`src/rtl/fir_delay_line_reader.sv`:
```
`default_nettype none
// +--------------------------------------------------------------------------+
// | fir_delay_line_reader: circular sample delay line that streams all taps  |
// | newest-to-oldest to a serial MAC. Optional macro FIR_DL_FLUSH_EN.        |
// | Revision: 1.0                                                            |
// +--------------------------------------------------------------------------+
module fir_delay_line_reader #(
  parameter int DATA_W = 16,
  parameter int TAPS   = 64,
  parameter int ADDR_W = 6
) (
  input  logic              clk,
  input  logic              rst,
`ifdef FIR_DL_FLUSH_EN
  input  logic              flush,
`endif
  input  logic              in_valid,
  input  logic [DATA_W-1:0] in_data,
  output logic              in_ready,
  output logic              tap_valid,
  input  logic              tap_ready,
  output logic [DATA_W-1:0] tap_data,
  output logic [ADDR_W-1:0] tap_index,
  output logic              tap_first,
  output logic              tap_last,
  output logic              busy
);

  localparam logic [ADDR_W-1:0] c_one    = ADDR_W'(1);
  localparam logic [ADDR_W-1:0] c_last_k = ADDR_W'(TAPS - 1);

  typedef enum logic [1:0] {
    S_IDLE   = 2'd0,
    S_LOAD   = 2'd1,
    S_STREAM = 2'd2
  } state_t;

  state_t            r_state;
  logic [DATA_W-1:0] r_mem [TAPS];
  logic [ADDR_W-1:0] r_np;
  logic [ADDR_W-1:0] r_k;
  logic              r_tap_valid;
  logic [DATA_W-1:0] r_tap_data;
  logic [ADDR_W-1:0] r_tap_index;
  logic              r_tap_first;
  logic              r_tap_last;

  logic              w_flush;
  logic              w_accept;
  logic [ADDR_W-1:0] w_wr_addr;
  logic [ADDR_W-1:0] w_rd_addr;

`ifdef FIR_DL_FLUSH_EN
  assign w_flush = flush;
`else
  assign w_flush = 1'b0;
`endif

  // Pointer arithmetic relies on the natural ADDR_W-bit wrap for modulo TAPS.
  assign w_wr_addr = r_np + c_one;
  assign w_rd_addr = r_np - r_k;
  assign w_accept  = (r_state == S_IDLE) && in_valid && !w_flush;

  always_ff @(posedge clk or posedge rst) begin
    if (rst) begin
      for (int i = 0; i < TAPS; i++) r_mem[i] <= '0;
      r_state     <= S_IDLE;
      r_np        <= '1;
      r_k         <= '0;
      r_tap_valid <= 1'b0;
      r_tap_data  <= '0;
      r_tap_index <= '0;
      r_tap_first <= 1'b0;
      r_tap_last  <= 1'b0;
    end else begin
      case (r_state)
        S_IDLE: begin
          if (w_flush) begin
            for (int i = 0; i < TAPS; i++) r_mem[i] <= '0;
            r_np <= '1;
          end else if (w_accept) begin
            r_mem[w_wr_addr] <= in_data;
            r_np             <= w_wr_addr;
            r_k              <= '0;
            r_state          <= S_LOAD;
          end
        end
        S_LOAD: begin
          r_tap_data  <= r_mem[w_rd_addr];
          r_tap_valid <= 1'b1;
          r_tap_index <= '0;
          r_tap_first <= 1'b1;
          r_tap_last  <= (TAPS == 1);
          r_k         <= c_one;
          r_state     <= S_STREAM;
        end
        S_STREAM: begin
          // Outputs hold while the MAC stalls; only a completed beat advances.
          if (r_tap_valid && tap_ready) begin
            if (r_tap_last) begin
              r_tap_valid <= 1'b0;
              r_tap_first <= 1'b0;
              r_tap_last  <= 1'b0;
              r_state     <= S_IDLE;
            end else begin
              r_tap_data  <= r_mem[w_rd_addr];
              r_tap_index <= r_k;
              r_tap_first <= 1'b0;
              r_tap_last  <= (r_k == c_last_k);
              r_k         <= r_k + c_one;
            end
          end
        end
        default: r_state <= S_IDLE;
      endcase
    end
  end

  assign in_ready  = (r_state == S_IDLE) && !w_flush;
  assign busy      = (r_state != S_IDLE);
  assign tap_valid = r_tap_valid;
  assign tap_data  = r_tap_data;
  assign tap_index = r_tap_index;
  assign tap_first = r_tap_first;
  assign tap_last  = r_tap_last;

endmodule
`default_nettype wire

```
`config.mk`:
```
export PLATFORM = sky130hd
export DESIGN_NAME = fir_delay_line_reader
export DESIGN_NICKNAME = d
export VERILOG_FILES = /design/src/rtl/fir_delay_line_reader.sv
export SDC_FILE = /design/constraint.sdc
export NUM_CORES = 2
export LEC_CHECK = 0
export ABC_AREA = 1
export CAP_MARGIN = 20
export CORE_ASPECT_RATIO = 1.2
export CORE_UTILIZATION = 25
export CTS_CLUSTER_SIZE = 16
export DETAILED_ROUTE_END_ITERATION = 12
export GPL_TIMING_DRIVEN = 0
export PLACE_DENSITY_LB_ADDON = 0.1
export SLEW_MARGIN = 10
export SYNTH_ARGS = -nofsm -noshare
export SYNTH_HDL_FRONTEND = slang
export SYNTH_SLANG_ARGS = --single-unit
```
`constraint.sdc`:
```
create_clock -name clk -period 95 [get_ports clk]
set_input_delay 9.5 -clock clk [delete_from_list [all_inputs] [get_ports clk]]
set_output_delay 9.5 -clock clk [all_outputs]
set_load 0.01 [all_outputs]
```
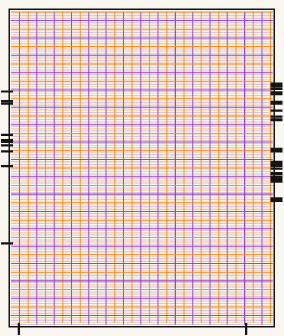
**Above:** PDN straps and rails.
Pins as bars on the die edge.
| colour | net |
|---|---|
| orange | VDD |
| purple | VSS |
met1 rails: 181
rows: 180
met4 straps: 30
Die Y-Extent: 495 um
core region area: 201,000 sq um
Die Width: 413 um
peak ir drop on the vdd network: 0.0000178 V

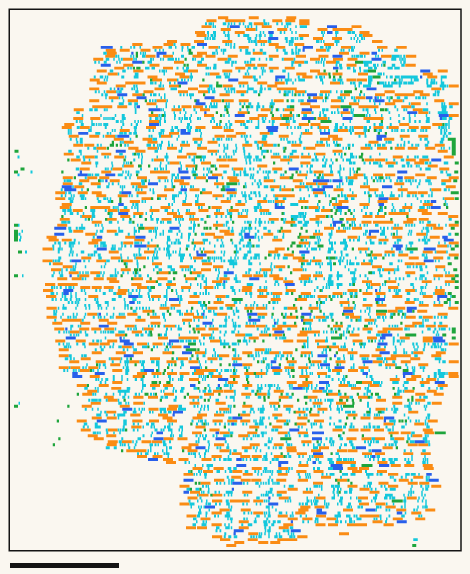
**Above:** cell classes on the final placement.
Scale bar: 100 um.
| colour | class | cells | share of their area |
|---|---|---|---|
| green | other buffers and delay cells | 587 | 5.7% |
| blue | clock drivers and dummy loads | 228 | 8.1% |
| orange | flops | 1,063 | 47% |
| cyan | combinational and other logic | 5,117 | 39% |
share of the core filled with cells: 29.7%
sequential fraction of total cell area: 44.6%

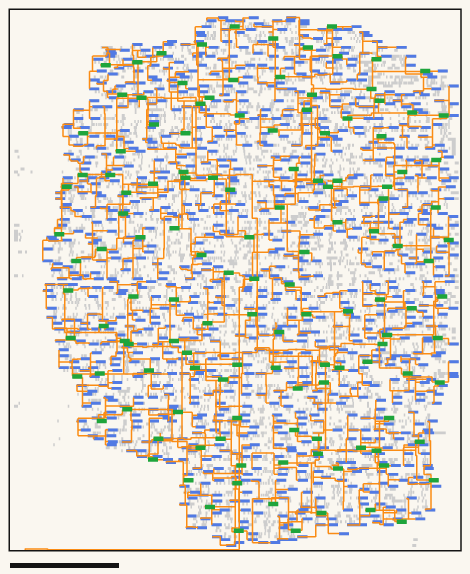
**Above:** clock distribution.
Scale bar: 100 um.
[blue] flip-flops | count: 1,063
[orange] clock wires | length: 18,000 um
[green] clock drivers | count: 132
flops lie: widely spread
Clock Power: 0.540 mW
clock skew after layout: 28.6 ps
Worst-Skew Late Latency: 800 ps

==> notes.md <==
Implementation status.

- The run finished with clean final reports.
- The worst endpoint data arrival time is 2170 ps.
- The top logic cell by instance count in the layout is sky130_fd_sc_hd__nand2_1.
- The count of nets left with antenna violations once routing finished came out at 0.
- The biggest area contributor in the post-synthesis netlist is sky130_fd_sc_hd__dfrtp_1.
- In the Yosys report, the sequential cells make up 52.5% of the chip area.
- In the routed design, unresolved DRC markers number 0.
- Max-slew check failures listed in the final report amount to 0.
- After clock tree synthesis, the setup repair step added 0 buffers.
- Across all register-to-register paths, the minimum setup slack is 90,010 ps.
- The placement summary gives the final routability congestion estimate as 0.949.
- The final period demand of the worst path is 11,670 ps.
- The global-route wire length before repair is 334,000 um.
- The first-pass iteration count of the detailed router is 5.
- The post-synthesis net count is 6,724.
- Together, buffers and inverters on the worst path number 3.
- The number of distinct library cell variants in the gate-level netlist after synthesis is 36.
- The maximum frequency from static timing analysis is 0.0857 GHz.
- Across the whole layout, storage elements account for 26,600 sq um.
- The ratio of final minimum period to clock period is 12.3%.
- In the layout the commonest cells are sky130_fd_sc_hd__nand2_1, sky130_fd_sc_hd__dfrtp_1, sky130_fd_sc_hd__o21ai_0, sky130_fd_sc_hd__nand3_1, sky130_fd_sc_hd__inv_1.
- The initial utilization of the core area, before any placement, comes to 25.2%.
- Looking at the reg2reg group, the worst path ends at tap_data[12]$_DFFE_PP0P_.
- The total of flip-flops plus latches after synthesis is 1,063.
- The top-area cell type share of the netlist area is 52.2%.
- The relative slew slack is 19.8%.
- The summed negative setup slack over all endpoints is 0 ps.
- The top cell type by instance count after synthesis is sky130_fd_sc_hd__nand2_1.
- In the final layout, the multi-input gates occupy 20,100 sq um.
- The hold path depth is 2.
- The setup path with the least slack is of type flop to output port.
- TritonCTS built the clock tree.
- Along the worst path, the maximum fanout reaches 4.
- The critical path data required time is 85,500 ps.
- The most prevalent standard cell on the critical path is sky130_fd_sc_hd__inv_1.
- The summed instance area of the synthesized netlist is 50,700 sq um.
- A synthesized cell averages 7.58 sq um.
- Note, the detailed placer reported a final HPWL of 171,000 um.
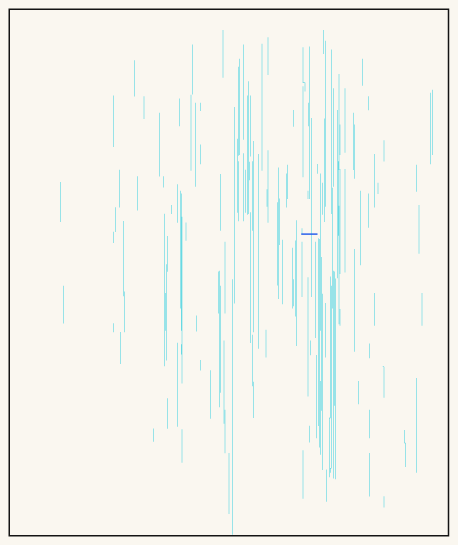
**Above:** metal layers overlaid.
Only two layers are drawn.
| colour | layer | wire length |
|---|---|---|
| blue | metal 5 | 13.8 um |
| cyan | metal 4 | 10,200 um |
total length of routed wires: 232,000 um
drt wl/cell: 24.0 um
total vias in the final route: 45,500
Tot GR Track Use: 22.7%

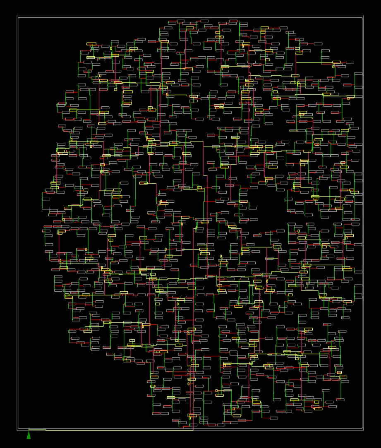
**Above:** clock wiring as the flow saved it.
num sequential: 1,063
Clock Sinks: 1,063
clock buf count: 184
Inserted Clock Buffers: 132

-- cell families after synthesis --
logic type	synth area share [%]
DFF	52.5
xor gates and xnor gates	0.121
AOI/OAI and AO/OA	11.7
adders and majority gates	0.286
buffers and inverters	7.95
and+or+nand+nor	27.4
-- flip-flops by register name (all words and copies together) (netlist names) --
name,count
r_mem,1024
tap_data,16
r_k,6
r_np,6
tap_index,6
r_state,2
tap_first,1
tap_last,1
tap_valid,1
-- how the worst max path moves through the flow --
| stage | start | to |
|---|---|---|
| 2_1_floorplan | rst | r_k[0]$_DFFE_PP0P_ |
| 3_3_place_gp | rst | r_mem[74]$_DFFE_PP0P_ |
| 3_5_place_dp | rst | r_mem[73]$_DFFE_PP0P_ |
| 4_1_cts | r_state[0]$_DFFE_PP0P_ | busy |
| 5_1_grt | r_state[0]$_DFFE_PP0P_ | busy |
| 6_report | r_state[0]$_DFFE_PP0P_ | busy |
-- stage by stage --
stage	instances	instance area, sq um	hold slack, ps
after floorplan	6693	50700	445
after global placement	9378	54500	458
after detailed placement	9406	55100	467
after CTS	9634	59700	481
after global routing	9635	59700	490
final	9638	59700	478
-- layer usage --
metal,vias up,global-route usage (%),routed length [um]
met2,1091,38.5,112000
met4,2,9.59,10200
li1,21600,-,-
met3,337,2.74,8600
met5,-,0,13
met1,22500,29.0,101000
-- worst register-to-register path, delay by kind of cell (launching register included) --
family / cells / cell delay (ps)
flops: 1 / 600
buf+inv: 5 / 2450
fa+ha+maj: 2 / 660
simple gates: 8 / 1250
-- where the power goes --
part / total (mW) / switching, mW / internal [mW]
sequential: 0.540 / 0.0298 / 0.510
clock: 0.540 / 0.215 / 0.325
combinational: 1.09 / 0.834 / 0.254
total: 2.17 / 1.08 / 1.09
-- layout make-up --
class                           count  area share (%)
Multi-Input combinational cell   4620            33.7
Antenna cell                        4          0.0168
Clock inverter                     44            1.14
Sequential cell                  1063            44.6
Timing Repair Buffer               74            1.79
Inverter                          497            3.15
Tap cell                         2639            5.53
Clock buffer                      184            6.49
Buffer                            513            3.63
Power is estimated from default activity; no workload was simulated.
